**src/rtl/serial_addsub_pkg.sv**
```systemverilog
// serial_addsub_pkg: state encoding and default width for the bit-serial adder/subtractor
package serial_addsub_pkg;
  typedef enum logic {IDLE = 1'b0, RUN = 1'b1} state_t;
  localparam int DATA_WIDTH_DEF = 8;
endpackage

```
**src/rtl/serial_addsub_bit_slice.sv**
```systemverilog
// serial_bit_slice: 1-bit look-ahead add/sub slice; in a b inv c, out sum c_next p g
module serial_bit_slice (
  input  logic a,
  input  logic b,
  input  logic inv,
  input  logic c,
  output logic sum,
  output logic c_next,
  output logic p,
  output logic g
);
  logic rb;
  always_comb begin
    rb = b ^ inv;
    sum = a ^ rb ^ c;
    g = a & rb;
    p = a | rb;
    c_next = g | (p & c);
  end
endmodule

```
**src/rtl/serial_addsub.sv**
```systemverilog
// serial_addsub: bit-serial add/sub; in clk rst_n start lhs rhs inv, out busy done res cout of
module serial_addsub
  import serial_addsub_pkg::*;
#(
  parameter int DATA_WIDTH = DATA_WIDTH_DEF
) (
  input  logic                  clk,
  input  logic                  rst_n,
  input  logic                  start,
  input  logic [DATA_WIDTH-1:0] lhs,
  input  logic [DATA_WIDTH-1:0] rhs,
  input  logic                  inv,
  output logic                  busy,
  output logic                  done,
  output logic [DATA_WIDTH-1:0] res,
  output logic                  cout,
  output logic                  of
);
  localparam int IW = $clog2(DATA_WIDTH);
  state_t state, state_nx;
  logic [IW-1:0] idx;
  logic [DATA_WIDTH-1:0] a_q, b_q, sh;
  logic inv_q, c, sum, c_nx, p, g, last;
  serial_bit_slice u_slice (
    .a(a_q[idx]), .b(b_q[idx]), .inv(inv_q), .c(c),
    .sum(sum), .c_next(c_nx), .p(p), .g(g)
  );
  always_comb assert (c_nx == (g | (p & c)));
  assign last = idx == IW'(DATA_WIDTH - 1);
  always_ff @(posedge clk)
    if (!rst_n) state <= IDLE;
    else state <= state_nx;
  always_comb state_nx = state == IDLE ? (start ? RUN : IDLE) : (last ? IDLE : RUN);
  always_comb busy = state == RUN;
  always_ff @(posedge clk) begin
    if (!rst_n) begin
      idx <= '0;
      c <= 1'b0;
      a_q <= '0;
      b_q <= '0;
      inv_q <= 1'b0;
      sh <= '0;
      res <= '0;
      cout <= 1'b0;
      of <= 1'b0;
      done <= 1'b0;
    end else begin
      done <= state == RUN && last;
      if (state == IDLE && start) begin
        a_q <= lhs;
        b_q <= rhs;
        inv_q <= inv;
        c <= inv;
        idx <= '0;
      end else if (state == RUN) begin
        sh <= {sum, sh[DATA_WIDTH-1:1]};
        c <= c_nx;
        idx <= last ? '0 : idx + IW'(1);
        if (last) begin
          res <= {sum, sh[DATA_WIDTH-1:1]};
          cout <= c_nx;
          of <= c ^ c_nx;
        end
      end
    end
  end
endmodule

```
**config.mk**
```make
export PLATFORM = sky130hd
export DESIGN_NAME = serial_addsub
export DESIGN_NICKNAME = d
export VERILOG_FILES = /design/src/rtl/serial_addsub_pkg.sv /design/src/rtl/serial_addsub_bit_slice.sv /design/src/rtl/serial_addsub.sv
export SDC_FILE = /design/constraint.sdc
export NUM_CORES = 1
export LEC_CHECK = 0
export ABC_CLOCK_PERIOD_IN_PS = 2500
export CELL_PAD_IN_SITES_DETAIL_PLACEMENT = 2
export CELL_PAD_IN_SITES_GLOBAL_PLACEMENT = 2
export CORE_MARGIN = 2
export CORE_UTILIZATION = 31
export CTS_CLUSTER_DIAMETER = 100
export DETAILED_ROUTE_END_ITERATION = 8
export PLACE_DENSITY_LB_ADDON = 0.1
export REMOVE_ABC_BUFFERS = 1
export SLEW_MARGIN = 20
export SYNTH_ARGS = -nofsm -noshare
export SYNTH_HDL_FRONTEND = slang
export SYNTH_SLANG_ARGS = --single-unit
```
**constraint.sdc**
```tcl
create_clock -name clk -period 2.5 [get_ports clk]
set_input_delay 0.75 -clock clk [delete_from_list [all_inputs] [get_ports clk]]
set_output_delay 0.75 -clock clk [all_outputs]
set_load 0.01 [all_outputs]
```
==> job_summary.md, run 1 <==
## PnR job results

| Metric | Value |
|---|---|
| H-tree depth | `2` |
| Layout Cells excl Fill | `281` |
| Outcome | `complete, no violations` |
| Post_cts resized | `0` |
| Cts hold-fix bufs | `0` |
| Pins Over Slew Limit | `0` |
| Hpwl dp | `between 2000 and 3000 um` |
| Seq share, synth | `0.472` |
| Cell area power density | `617 mW/mm^2` |
| Crit path DAT | `2.38 ns` |
| Filler cells | `slightly below 600` |
| Fin Hold WS | `0.465 ns` |
| Chip area | `0.00608 sq mm` |
| Least-Margin Pin Slew | `0.470 ns` |
| Max-slew headroom | `0.687` |
| Largest net degree at the start of global routing | `41` |
| Main flop type | `dfxtp_1` |
| Crit path from | `idx[0]` |
| Post-DP Area | `0.00206 sq mm` |
| Max frequency | `462 MHz` |
| Initial antenna violation count | `0` |
| Mapped Avg Cell Area | `9.42 sq um` |
| Worst Path Buf+Inv | `0` |
| ANT nets after route | `0` |
| Clk root buf | `clkbuf_8` |
| Largest stage delay, worst path | `roughly 0.48 ns` |
| Switching Share | `0.230` |
| Mapped cell area | `0.00170 sq mm` |
| Reg clk slew, reported paths | `0.08 ns` |
| WS Path Type | `register to register` |
| Number of I/O port buffers | `31` |
| Part of the power in registers | `0.506` |
| Syn Inst Count | `180` |
| Vias/cell | `4.68` |
| TritonCTS buffer count | `5` |
| CP Data Required Time | `approximately 2.7 ns` |
| Reg-to-reg critical path endpoint | `of` |
| Setup violators final | `0` |
| # rows | `26` |
| Late-Pin Clk Latency | `0.29 ns` |
| Hold Crit Class | `register to register` |
| Layout cells sized above 1 | `0.0664` |
| Comb pwr share | `0.104` |
| Synth area leaders | `dfxtp_1 (47%), nand2_1 (12%), a21boi_0 (12%), mux2i_1 (6.5%), nor2b_1 (3.7%)` |
| CP endpoint kind | `register` |
| Die Ht | `78.0 um` |
| Depth of the most critical reg-to-reg path | `7` |
| Pre-antenna DRT Iters | `4` |
| Flop2flop setup slack | `roughly 0.34 ns` |
| YS chip area | `0.00170 sq mm` |
| Top delay family on crit path | `multiplexers` |
| Overflow after GRT | `0` |
| Reg-to-Reg Start | `idx[0]` |
| Cell Type Count | `24` |
| Top cell area share | `0.472` |
| Fin. Hold Viols | `0` |
| Clock tree buffer depth | `2` |
| Post-synth EDFFs | `0` |
| Power Internal | `approximately 1.0 mW` |
| Ys flops | `40` |
| Net Switching | `between 0.3 and 0.4 mW` |
| Ys async rst share | `0` |
| Yosys warns | `0` |
| Drt drc | `0` |
| Worst path slowest cell | `mux4_2` |
| Cell Chain, Critical Path | `mux2i_1, mux4_2, xor2_1, fa_1, xnor2_1, nand2_1, a21boi_0` |
| # IOs | `32` |
| Crit path launch type | `register` |
| Number of cells in Yosys stat | `180` |
| Leakage | `0.806 nW` |
==> run 1: cells in the mapped netlist (2+ instances only) <==
cell type and n:
buf_2 6, nor3b_1 3, mux2i_1 11, dfxtp_1 40
ha_1 2, a21oi_1 3, a21boi_0 26, clkbuf_1 4
nand2_1 56, nand2b_1 2, o211a_1 4, mux4_1 2
nor2b_1 10
==> run 1: layer usage <==
metal  vias up  part of all wire  GRT usage
met5         -                 0          0
met4         0            0.0061     0.0421
met3         2             0.033     0.0384
met2        23              0.56      0.268
met1       635              0.40      0.148
li1        656                 -          -
==> run 1: final cells by class <==
| type | count | area, sq um | share of cell area |
|---|---|---|---|
| timing repair buffer | 35 | 340 | 0.157 |
| inverter | 1 | 3.75 | 0.00173 |
| sequential | 40 | 802 | 0.369 |
| multi-input combinational | 127 | 827 | 0.381 |
| clock inverter | 3 | 42.5 | 0.0196 |
| tap | 70 | 87.6 | 0.0403 |
| clock buffer | 5 | 68.8 | 0.0317 |
==> run 1: logic make-up (layout without fill, tap and decap cells) <==
family / count (synthesis) / count (layout) / share of synthesized area
compound gates: 34 / 34 / 0.151
xor+xnor: 2 / 2 / 0.0103
flops: 40 / 40 / 0.472
buf+inv: 13 / 44 / 0.0398
simple gates: 74 / 74 / 0.191
fa+ha+maj: 3 / 3 / 0.0266
mux: 14 / 14 / 0.109
==> run 1: worst min-delay path by stage <==
stage | slack [ns] | cells after the start | startpoint | endpoint
finish | 0.47 | 2 | a_q[0] | a_q[0]
floorplan | 0.44 | 2 | a_q[1] | a_q[1]
global route | 0.49 | 2 | a_q[1] | a_q[1]
global placement | 0.45 | 2 | res[3] | res[3]
CTS | 0.47 | 2 | a_q[0] | a_q[0]
detailed placement | 0.46 | 2 | a_q[0] | a_q[0]
==> run 1: power by group through the flow <==
stage	sequential, mW	combinational, mW	clock (mW)
floorplan	0.694	0.0686	0
global placement	0.693	0.135	0
detailed placement	0.694	0.144	0
CTS	0.679	0.144	0.544
global route	0.682	0.158	0.575
finish	0.678	0.139	0.523
==> run 1: registers in the layout, indices dropped and copies added, names as in the netlist, 3 cells and up <==
name	count
res	8
sh	7
a_q	8
b_q	8
idx	3
==> run 1: placed cells by master, fill, tap and decap left out <==
cell type        netlist  layout
mux4_2                 1       1
nand2b_1               2       2
o21ai_0                1       1
clkdlybuf4s50_1        0      31
xnor2_1                1       1
mux2i_1               11      11
clkinvlp_4             0       1
and3_1                 1       1
dfxtp_1               40      39
inv_1                  1       1
nor3b_1                3       3
nand2_1               56      56
buf_4                  1       4
dfxtp_2                0       1
nor2_1                 1       1
and2_1                 1       1
a21boi_0              26      26
ha_1                   2       2
clkinv_2               0       1
o211a_1                4       4
clkbuf_8               0       5
xor2_1                 1       1
a21oi_1                3       3
nor2b_1               10      10
bufinv_16              0       1
mux4_1                 2       2
fa_1                   1       1
==> run 1: metrics by stage <==
stage	setup WS (ns)	utilization
after global routing	0.161	0.417
after CTS	0.139	0.417
after floorplan	0.438	-
after detailed placement	0.154	0.396
after global placement	0.308	0.396
final	0.337	0.417
==> run_1/wire_density.png <==
Scale bar: 20 um. 16 x 16 tiles, from dark blue (low) to red (high), scaled to the fullest tile. Values are wire area over tile area, all layers added.
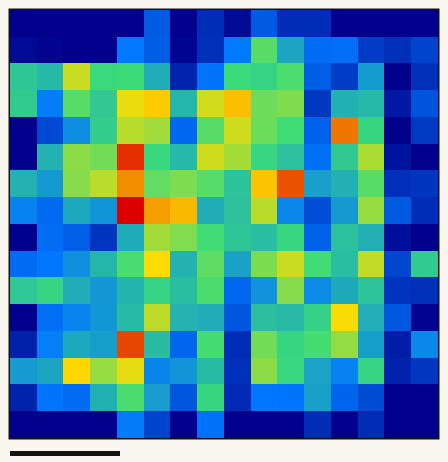
fullest tile: 0.30
emptiest ninth of the die: top right
densest ninth of the die: middle
nearly empty tiles: 14%
tiles over half the peak: 24%
mean over tiles: 0.098
Total Wirelength: 3930 um
Avg WL per Cell: 14.0 um
Vias: 1316
GRT Total Usage: 0.140

==> run_1/drive_strength.png <==
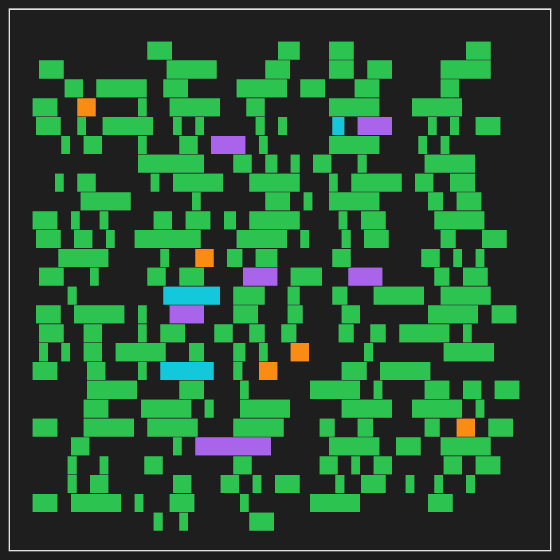
[drive 1 or less] green | cells: 197 | most used: nand2_1
[drive 3 to 4] orange | cells: 5 | most used: buf_4
[drive 6 and up] purple | cells: 6 | most used: clkbuf_8
[drive 2] cyan | cells: 3
area grow syn2layout: 28.1%
worst setup margin: 0.337 ns
final instance area: 0.00217 sq mm
number of non-clock buffers in the layout: 35

==> run_1/density.png <==
Scale bar: 20 um. 8 x 8 tiles, from dark blue (low) to red (high), 0 to 100% covered.
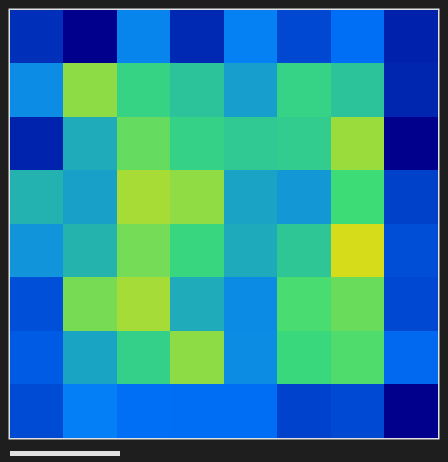
fullest tile: 70%
mean over tiles: 34%
nearly empty tiles: 4.7%
floorplan utilization: 0.326
fin util: 0.417
Core Box Area: 0.00520 sq mm

==> run 1 -> run 2 <==
--- a/config.mk
+++ b/config.mk
@@ -6,10 +6,10 @@
 export NUM_CORES = 1
 export LEC_CHECK = 0
 export ABC_CLOCK_PERIOD_IN_PS = 2500
-export CELL_PAD_IN_SITES_DETAIL_PLACEMENT = 2
-export CELL_PAD_IN_SITES_GLOBAL_PLACEMENT = 2
+export CELL_PAD_IN_SITES_DETAIL_PLACEMENT = 0
+export CELL_PAD_IN_SITES_GLOBAL_PLACEMENT = 1
 export CORE_MARGIN = 2
-export CORE_UTILIZATION = 31
+export CORE_UTILIZATION = 38
 export CTS_CLUSTER_DIAMETER = 100
 export DETAILED_ROUTE_END_ITERATION = 8
 export PLACE_DENSITY_LB_ADDON = 0.1
==> run_2/drive_strength.png <==
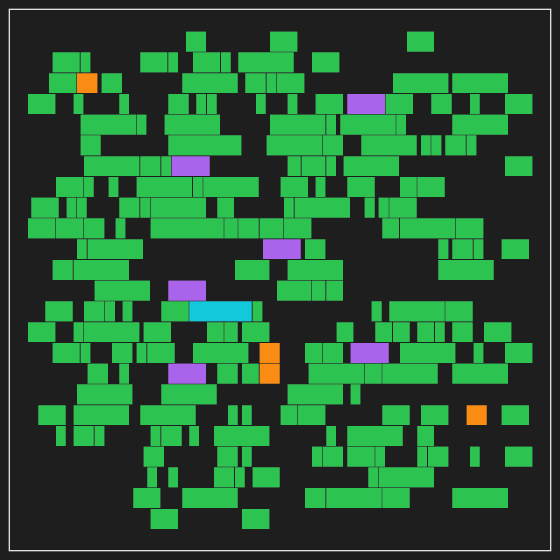
[drive 1 or less] green | cells: 200 | most used: nand2_1
[drive 3 to 4] orange | cells: 4 | most used: buf_4
[drive 6 and up] purple | cells: 6 | most used: clkbuf_8
[drive 2] cyan | cells: 1 | most used: mux4_2
final instance area: 0.00213 sq mm
worst setup margin: 0.241 ns
area grow syn2layout: 25.5%

==> run 2 against run 1 <==
Net effect:
- clock power is 17% lower
- worst setup slack lost 0.096 ns
- sequential power about the same
- synthesized cell count is the same
- sequential share of layout area up 0.72 points
- area after synthesis is the same
- combinational power is 3% lower
- non-clock buffer count unchanged
- global-route usage decreased by 0.56 points
- critical path type unchanged
==> job_summary.md, run 2 <==
## PnR job results

| Metric | Value |
|---|---|
| Outcome | `complete, no violations (unchanged)` |
| Max-slew headroom | `0.719 (was 0.687)` |
| Hold path depth | `2 (unchanged)` |
| CP Data Required Time | `2.72 ns (about the same)` |
| Chip area | `0.00501 sq mm (was 0.00608 sq mm)` |
| Yosys warns | `0 (unchanged)` |
| Mux cell area share | `0.109 (unchanged)` |
| Hpwl dp | `2150 um (was 2840 um)` |
| Biggest regs | `a_q (8), b_q (8), res (8) (unchanged)` |
| Post-synth EDFFs | `0 (unchanged)` |
| Pins Over Slew Limit | `0 (unchanged)` |
| Top cell area share | `0.472 (unchanged)` |
| GRT Total Usage | `0.135 (was 0.140)` |
| Vias | `1271 (was 1316)` |
| Layout cells sized above 1 | `0.0521 (was 0.0664)` |
| Cell area power density | `586 mW/mm^2 (was 617 mW/mm^2)` |
| Post-DP Area | `0.00204 sq mm (was 0.00206 sq mm)` |
| Setup violators final | `0 (unchanged)` |
| Hold worst-path end | `a_q[3] (was a_q[0])` |
| Number of I/O port buffers | `31 (unchanged)` |
| Core Box Area | `0.00432 sq mm (was 0.00520 sq mm)` |
| Late-Pin Clk Latency | `0.29 ns (about the same)` |
| Post_cts resized | `0 (unchanged)` |
| Syn Inst Count | `180 (unchanged)` |
| Number of cells in Yosys stat | `180 (unchanged)` |
| Avg WL per Cell | `11.7 um (was 14.0 um)` |
| CP endpoint kind | `register (unchanged)` |
| Initial antenna violation count | `0 (unchanged)` |
| Mapped Avg Cell Area | `9.42 sq um (unchanged)` |
| Adder Area Share | `0.0266 (unchanged)` |
| Most frequent logic cell in the layout | `nand2_1 (unchanged)` |
| Main flop type | `dfxtp_1 (unchanged)` |
| Overflow after GRT | `0 (unchanged)` |
| Synth area leaders | `dfxtp_1 (47%), nand2_1 (12%), a21boi_0 (12%), mux2i_1 (6.5%), nor2b_1 (3.7%) (unchanged)` |
| Depth of the most critical reg-to-reg path | `7 (unchanged)` |
| Crit path from | `idx[0] (unchanged)` |
| Top Layout Cells | `nand2_1 (56), dfxtp_1 (40), clkdlybuf4s50_1 (31) (was nand2_1 (56), dfxtp_1 (39), clkdlybuf4s50_1 (31))` |
| Filler cells | `420 (was 594)` |
| Clk root buf | `clkbuf_8 (unchanged)` |
| Least-Margin Pin Slew | `0.421 ns (was 0.470 ns)` |
| Flip-flop and latch area | `801 sq um (was 802 sq um)` |
| Most common cell in the synthesized netlist | `nand2_1 (unchanged)` |
| Hold_sp | `a_q[3] (was a_q[0])` |
| Crit path DAT | `2.48 ns (was 2.38 ns)` |
run 2: layout make-up:
| cell class | instances | share of cell area |
|---|---|---|
| multi-input cells | 127 | 0.389 |
| clock buffers | 8 | 0.0424 |
| well taps | 52 | 0.0306 |
| flip-flops and latches | 40 | 0.376 |
| inverters | 1 | 0.00176 |
| repair buffers | 35 | 0.160 |
run 2: layer usage:
metal / global-route usage / up-vias / part of all wire
met4: 0.0692 / 0 / 0.016
met1: 0.159 / 583 / 0.47
met5: 0 / - / 0
li1: - / 657 / -
met3: 0.0299 / 5 / 0.040
met2: 0.229 / 26 / 0.48
run 2: worst max-delay path, stage by stage, from the launching register on:
cell      delay [ns]
dfxtp_1         0.58
mux2i_1         0.14
mux4_2          0.50
xor2_1          0.17
fa_1            0.42
xnor2_1         0.15
nand2_1         0.06
a21boi_0        0.17
run 2: power by group:
| part | internal, mW | leakage, nW | switching [mW] |
|---|---|---|---|
| clock network | 0.225 | 0.0455 | 0.209 |
| logic | 0.0761 | 0.426 | 0.0590 |
| registers | 0.661 | 0.326 | 0.0162 |
| total | 0.962 | 0.797 | 0.285 |
run 2: cells by family (layout without fill, tap and decap cells):
family                   after synthesis  count (layout)
XOR/XNOR                               2               2
adder cells (fa/ha/maj)                3               3
AND-OR/OR-AND                         34              34
buffers and inverters                 13              44
AND/OR/NAND/NOR                       74              74
flip-flops                            40              40
multiplexers                          14              14
run 2: worst max path at each step:
stage / to / cells after the start
after floorplan: of / 7
after CTS: of / 7
final: of / 7
after detailed placement: of / 7
after global routing: of / 7
after global placement: of / 7
run 2: stage by stage:
step	hold slack (ns)	cells	util	setup slack [ns]
6_report	0.460	263	0.492	0.241
4_1_cts	0.464	263	0.492	0.233
3_3_place_gp	0.448	255	0.471	0.314
5_1_grt	0.474	263	0.492	0.0764
2_1_floorplan	0.439	168	-	0.438
3_5_place_dp	0.455	255	0.471	0.247
==> run 2 -> run 3 <==
--- a/config.mk
+++ b/config.mk
@@ -5,11 +5,12 @@
 export SDC_FILE = /design/constraint.sdc
 export NUM_CORES = 1
 export LEC_CHECK = 0
+export ABC_AREA = 1
 export ABC_CLOCK_PERIOD_IN_PS = 2500
 export CELL_PAD_IN_SITES_DETAIL_PLACEMENT = 0
 export CELL_PAD_IN_SITES_GLOBAL_PLACEMENT = 1
 export CORE_MARGIN = 2
-export CORE_UTILIZATION = 38
+export CORE_UTILIZATION = 37
 export CTS_CLUSTER_DIAMETER = 100
 export DETAILED_ROUTE_END_ITERATION = 8
 export PLACE_DENSITY_LB_ADDON = 0.1
==> run_3/final_congestion.png <==
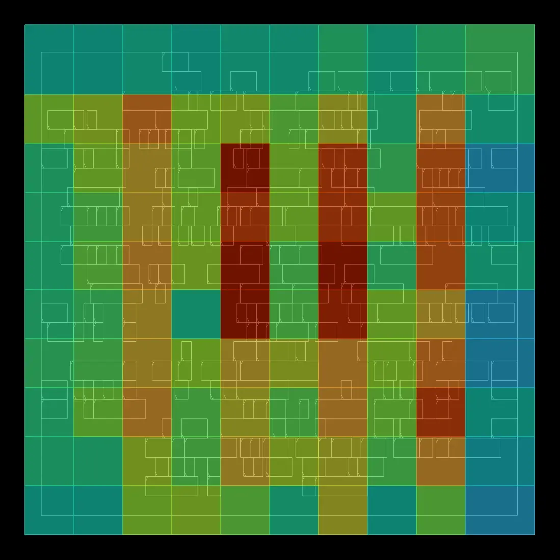
GRT Total Usage: 0.156
GR peak layer: met2

==> run 3 against run 2 <==
Net effect:
- clock power increased by 19%
- hold slack improved by 0.0015 ns
- synthesized cell count increased by 15%
- clock skew shrank 0.0017 ns
- count of clock-buffer cells in the layout down 2
- critical path depth decreased by 6
- sequential share of layout area grew 0.20 points
- non-clock buffer count stayed put
- largest power group unchanged
- critical path type is now register to primary output
- wire length is 14% higher
==> job_summary.md, run 3 <==
## PnR job results

| Metric | Value |
|---|---|
| Outcome | `complete, no violations (unchanged)` |
| Synth area leaders | `dfxtp_1 (47%), o21ai_0 (8.5%), nor2_1 (8.4%), nand2_1 (5.5%), nand3_1 (4.1%) (was dfxtp_1 (47%), nand2_1 (12%), a21boi_0 (12%), mux2i_1 (6.5%), nor2b_1 (3.7%))` |
| Fin. Hold Viols | `0 (unchanged)` |
| Hold worst-path end | `a_q[3] (unchanged)` |
| Reg clk slew, reported paths | `0.08 ns (about the same)` |
| Yosys warns | `0 (unchanged)` |
| Top delay family on crit path | `buffers and inverters (was multiplexers)` |
| Post_cts resized | `0 (unchanged)` |
| Total Wirelength | `3510 um (was 3080 um)` |
| Worst path slowest cell | `clkdlybuf4s50_1 (was dfxtp_1)` |
| Largest net degree at the start of global routing | `24 (was 41)` |
| Vias/cell | `4.79 (was 4.83)` |
| Biggest regs | `a_q (8), b_q (8), res (8) (unchanged)` |
| Seq share, synth | `0.470 (was 0.472)` |
| Area grow syn2layout | `24.2% (was 25.5%)` |
| Avg WL per Cell | `12.0 um (was 11.7 um)` |
| Top Layout Cells | `dfxtp_1 (40), nor2_1 (38), clkdlybuf4s50_1 (31) (was nand2_1 (56), dfxtp_1 (40), clkdlybuf4s50_1 (31))` |
| Most frequent logic cell in the layout | `dfxtp_1 (was nand2_1)` |
| Chip area | `0.00516 sq mm (was 0.00501 sq mm)` |
| Core Box Area | `0.00438 sq mm (was 0.00432 sq mm)` |
| Number of I/O port buffers | `31 (unchanged)` |
| Ys async rst share | `0 (unchanged)` |
| WS Path Type | `register to primary output (was register to register)` |
| # rows | `24 (unchanged)` |
| Drt drc | `0 (unchanged)` |
| Hold_sp | `a_q[3] (unchanged)` |
| Flop2flop setup slack | `0.73 ns (was 0.24 ns)` |
| Mapped Avg Cell Area | `8.23 sq um (was 9.42 sq um)` |
| Worst Path Buf+Inv | `1 (was 0)` |
| Vias | `1395 (was 1271)` |
| Floorplan utilization | `0.389 (was 0.392)` |
| Clk root buf | `clkbuf_8 (unchanged)` |
| Hold Crit Class | `register to register (unchanged)` |
| Crit path DAT | `1.17 ns (was 2.48 ns)` |
| Clock tree buffer depth | `2 (unchanged)` |
| TritonCTS buffer count | `5 (unchanged)` |
| Reg-to-Reg Start | `idx[1] (was idx[0])` |
| ANT nets after route | `0 (unchanged)` |
| Ys flops | `40 (unchanged)` |
| Max-slew headroom | `0.777 (was 0.719)` |
| Depth of the most critical reg-to-reg path | `8 (was 7)` |
| Overflow after GRT | `0 (unchanged)` |
| Mapped cell area | `0.00170 sq mm (about the same)` |
| Cell Chain, Critical Path | `clkdlybuf4s50_1 (was mux2i_1, mux4_2, xor2_1, fa_1, xnor2_1, nand2_1, a21boi_0)` |
| Filler cells | `446 (was 420)` |
| Crit path launch type | `register (unchanged)` |
| Top cell area share | `0.470 (was 0.472)` |
| Die Ht | `71.9 um (was 70.8 um)` |
| Hpwl dp | `2450 um (was 2150 um)` |
| # IOs | `32 (unchanged)` |
| Fin Hold WS | `0.461 ns (was 0.460 ns)` |
| Pre-antenna DRT Iters | `4 (unchanged)` |
| Layout cells sized above 1 | `0.117 (was 0.0521)` |
| Late-Pin Clk Latency | `0.29 ns (about the same)` |
| Reg-to-reg critical path endpoint | `of (unchanged)` |
| H-tree depth | `2 (unchanged)` |
-- run 3: netlist changes by cell type in the layout (fill, tap and decap cells not counted), sizes merged, moves of 4 or more --
cell    before  now
a21oi        3   15
nand2       56   27
inv          1   16
nand3        0   14
nor2         1   40
o21ai        1   34
nor2b       10    0
a21boi      26    0
o211a        4    0
mux2i       11    0
-- run 3: worst max path at each step --
stage / end / from / slack, ns / cells past startpoint
6_report: cout / cout / 0.58 / 1
5_1_grt: of / idx[1] / 0.50 / 8
4_1_cts: cout / cout / 0.57 / 1
3_5_place_dp: a_q[7] / start / 0.36 / 6
3_3_place_gp: a_q[7] / start / 0.44 / 6
2_1_floorplan: of / idx[0] / 0.67 / 10
-- run 3: where the power goes --
group          switching [mW]  internal (mW)  total [mW]
clock network           0.222          0.296       0.518
logic                  0.0985         0.0756       0.174
registers              0.0175          0.674       0.691
total                   0.338           1.05        1.38
-- run 3: layout make-up --
class                      instances  area (sq um)  area share
inverter                          16          65.1      0.0308
sequential                        40           801       0.378
clock inverter                     2          35.0      0.0166
timing repair buffer              35           340       0.161
clock buffer                       6          72.6      0.0343
multi-input combinational        140           737       0.348
tap                               52          65.1      0.0308
-- run 3: metrics by stage --
stage               power [mW]  utilization  worst slack (ns)  instances  area, sq um
floorplan                0.805            -             0.666        196         1600
global placement         0.878        0.458             0.444        283         2010
detailed placement       0.882        0.458             0.355        283         2010
CTS                       1.41        0.483             0.565        291         2120
global route              1.46        0.483             0.498        291         2120
finish                    1.38        0.483             0.579        291         2120
-- run 3: cells by family (layout without fill, tap and decap cells) --
| family | count (synthesis) | after routing | share of synthesized area |
|---|---|---|---|
| AND-OR/OR-AND | 53 | 53 | 0.188 |
| adder cells (fa/ha/maj) | 3 | 3 | 0.0264 |
| flip-flops | 40 | 40 | 0.470 |
| XOR/XNOR | 1 | 1 | 0.00514 |
| AND/OR/NAND/NOR | 83 | 83 | 0.213 |
| buffers and inverters | 27 | 59 | 0.0977 |
-- run 3: per-layer routing --
metal	part of all wire	vias to the layer above	GRT usage
met4	0.017	0	0.0566
met5	0	-	0
met3	0.042	7	0.0506
met1	0.45	625	0.176
met2	0.49	29	0.274
li1	-	734	-

==> layout pictures side by side <==
Placed cells, one color a class.
Plate I
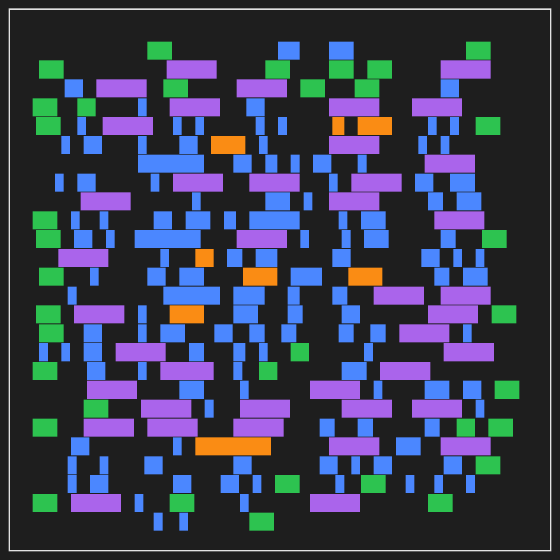
Plate II
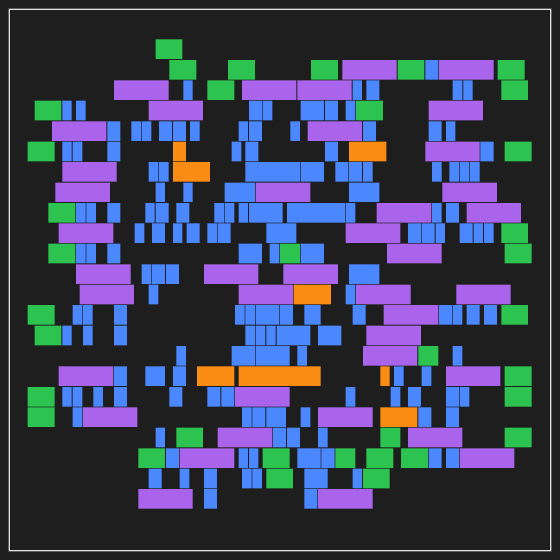
Plate III
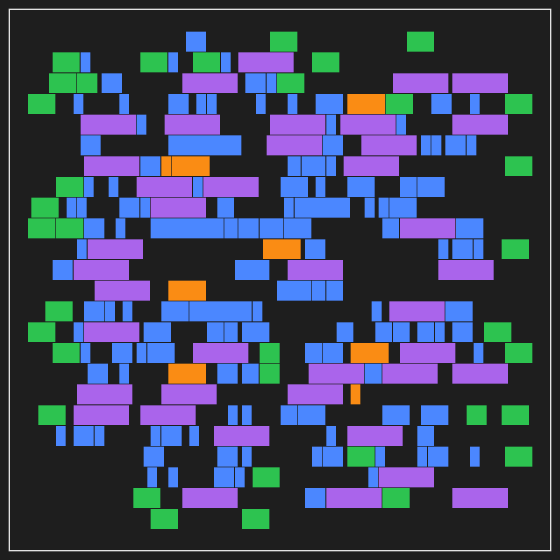
| from | picture |
|---|---|
| run 2 | Plate III |
| run 3 | Plate II |
| run 1 | Plate I |
- lowest utilization: Plate I

Key to Plate III:
[all other logic] blue | cells: 128 | share of their area: 40%
[flops] purple | cells: 40 | share of their area: 39%
[other buffers and delay cells] green | cells: 35 | share of their area: 17%
[clock drivers and dummy loads] orange | cells: 8 | share of their area: 4.4%

Power figures rest on the tool's default switching activity, not on a simulated workload.
